--- src/rtl/result_chunk_display.sv ---
// Captures a result word and steps it onto the LED bank one chunk per button press,
// low chunk first. Reports the sign of the active width and a completion pulse.
module result_chunk_display #(
  parameter int DATA_W  = 64,
  parameter int CHUNK_W = 16
) (
  input  logic               clk,
  input  logic               rst,
  input  logic               load,
  input  logic [DATA_W-1:0]  result,
  input  logic [1:0]         size_sel,
  input  logic               next,
  output logic [CHUNK_W-1:0] leds,
  output logic [1:0]         chunk_idx,
  output logic               sign,
  output logic               busy,
  output logic               last,
  output logic               done
);

  typedef enum logic {IDLE, SHOW} state_t;

  state_t              state, state_n;
  logic [DATA_W-1:0]   data_q, data_n;
  logic [1:0]          size_q, size_n;
  logic [1:0]          idx_n;
  logic [CHUNK_W-1:0]  leds_n;
  logic [CHUNK_W-1:0]  top_chunk;
  logic                sign_n;
  logic                done_n;

  function automatic logic [CHUNK_W-1:0] pick_chunk(input logic [DATA_W-1:0] d,
                                                     input logic [1:0] i);
    case (i)
      2'd0:    return d[CHUNK_W-1:0];
      2'd1:    return d[2*CHUNK_W-1:CHUNK_W];
      2'd2:    return d[3*CHUNK_W-1:2*CHUNK_W];
      default: return d[4*CHUNK_W-1:3*CHUNK_W];
    endcase
  endfunction

  // load takes priority over next so a new result always restarts the display
  always_comb begin
    state_n = state;
    data_n  = data_q;
    size_n  = size_q;
    idx_n   = chunk_idx;
    done_n  = 1'b0;
    if (load) begin
      data_n  = result;
      size_n  = size_sel;
      idx_n   = 2'd0;
      state_n = SHOW;
    end else if (state == SHOW && next) begin
      if (chunk_idx == size_q) begin
        done_n  = 1'b1;
        idx_n   = 2'd0;
        state_n = IDLE;
      end else begin
        idx_n = chunk_idx + 2'd1;
      end
    end
    leds_n    = (state_n == SHOW) ? pick_chunk(data_n, idx_n) : '0;
    top_chunk = pick_chunk(data_n, size_n);
    sign_n    = top_chunk[CHUNK_W-1];
  end

  always_ff @(posedge clk) begin
    if (rst) begin
      state     <= IDLE;
      data_q    <= '0;
      size_q    <= 2'd0;
      chunk_idx <= 2'd0;
      leds      <= '0;
      sign      <= 1'b0;
      done      <= 1'b0;
    end else begin
      state     <= state_n;
      data_q    <= data_n;
      size_q    <= size_n;
      chunk_idx <= idx_n;
      leds      <= leds_n;
      sign      <= sign_n;
      done      <= done_n;
    end
  end

  assign busy = (state == SHOW);
  assign last = busy && (chunk_idx == size_q);

endmodule

--- config.mk ---
export PLATFORM = sky130hd
export DESIGN_NAME = result_chunk_display
export DESIGN_NICKNAME = d
export VERILOG_FILES = /design/src/rtl/result_chunk_display.sv
export SDC_FILE = /design/constraint.sdc
export NUM_CORES = 1
export LEC_CHECK = 0
export ABC_AREA = 1
export ABC_CLOCK_PERIOD_IN_PS = 2300
export CORE_ASPECT_RATIO = 0.9
export CORE_UTILIZATION = 50
export DETAILED_ROUTE_END_ITERATION = 8
export HOLD_SLACK_MARGIN = 0.1
export PLACE_DENSITY = 0.77
export SYNTH_ARGS = -nofsm -noshare
export SYNTH_HDL_FRONTEND = slang
export SYNTH_SLANG_ARGS = --single-unit
--- constraint.sdc ---
create_clock -name clk -period 2.3 [get_ports clk]
set_clock_uncertainty 0.2 [all_clocks]
set_input_delay 0.345 -clock clk [delete_from_list [all_inputs] [get_ports clk]]
set_output_delay 0.345 -clock clk [all_outputs]
set_load 0.05 [all_outputs]
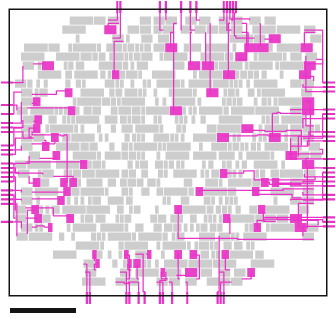
**Above:** port wiring.
The bar under the picture is 20 um long.
| port | colour | direction | end cells | buffers | wire |
|---|---|---|---|---|---|
| `result` | magenta | input | 64 | 64 | 1270 um |

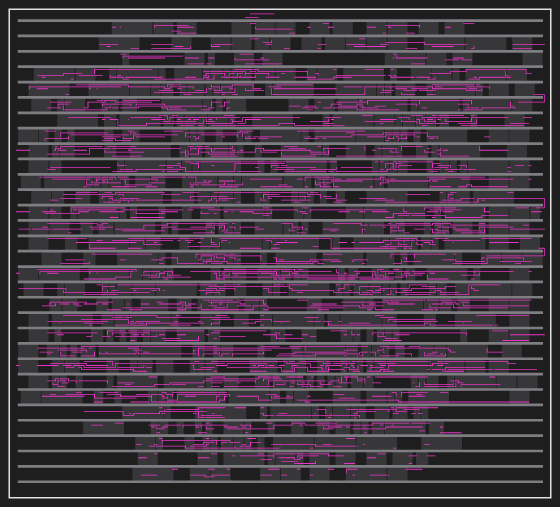
**Above:** met1 routing.
Supply wires on this layer in grey.
nets with wire on the layer: 579
share of all routed wire: 47%
longest straight run: 26.7 um
wire length on this layer: 4460 um

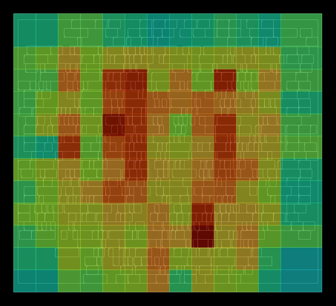
**Above:** routing congestion.
post-layout util: 0.670
GR Util met2: 0.382
GRT met1 Usage: 0.328

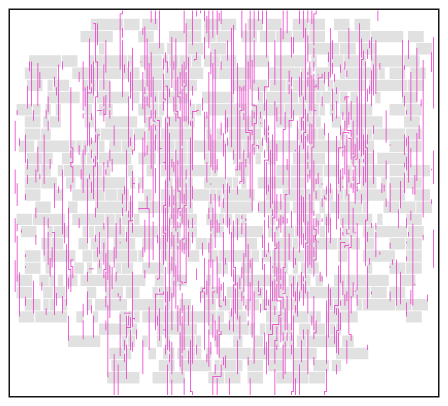
**Above:** met2 routing.
share of all routed wire: 46%
wire length on this layer: 4320 um
nets with wire on the layer: 518
main direction: vertical
longest straight run: 35.4 um

==> run summary <==
Inverters - 45
Num tapcells - 96
TNS Setup - 0 ps
Nets - 655
Flip-flops - 87
Setup crit end kind - primary output
Vias/cell - 5.06
Mean cell area of the mapped netlist - 7.80 um2
Root Buffer - clkbuf_8
Global route total overflow - 0
PwrDens - 657 mW/mm2
Worst vdd rail ir drop - 412 uV
Ranking of synthesized cells by area - dfxtp_1 (44%), nor2_1 (8.4%), nand2_1 (7.1%)
Crit start category - register
Outcome - finished clean
Largest register FFs - 64
Clock network power - 0.00105 W
Combinational share of cell area - 0.362
Netlist cell types - 31
EDFF count, synth - 0
Vias in the first global route - 3274
Largest registers - data_q x64, leds x16
Power Total - 0.00334 W
Via Count - 3470
DRT iter0 DRCs - 144
Mapped Area - 0.00394 mm2
Crit path kind - register to primary output
Worst Max-Slew Pin Slew - 712 ps
Cell area after layout - 0.00508 mm2
Synthesis Warnings - 0
Xor+xnor area frac - 0.00222
Critical path arrival - 1630 ps
Post-synth top flop - dfxtp_1
Fraction of registers with async set/reset - 0
Max_slew headroom - 0.526
I/O pin total - 92
Non-clock buffers, area share - 0.200
Post-synth top cells - nor2_1 (88), dfxtp_1 (87), nand2_1 (75)
routing by layer:
layer | track usage | up-vias | wire length (um)
li1 | - | 1773 | -
met1 | 0.328 | 1588 | 4460
met2 | 0.382 | 96 | 4320
met3 | 0.0360 | 13 | 486
met4 | 0.0936 | 0 | 184
met5 | 0 | - | 0
path summary, 6_finish.rpt:
| path | from | endpoint | cells past startpoint |
|---|---|---|---|
| worst max-delay path | busy | busy | 1 |
| worst max register to register | chunk_idx[0] | leds[11] | 11 |
| worst min-delay path | rst | busy | 4 |
| worst min register to register | data_q[28] | data_q[28] | 2 |
cells by family (layout without fill, tap and decap cells):
kind of cell	Yosys count	after routing
compound gates	56	56
buf+inv	78	163
xor+xnor	1	1
simple gates	257	257
mux	26	26
flops	87	87
No activity file was given, so power comes from the tool's default toggle rates.
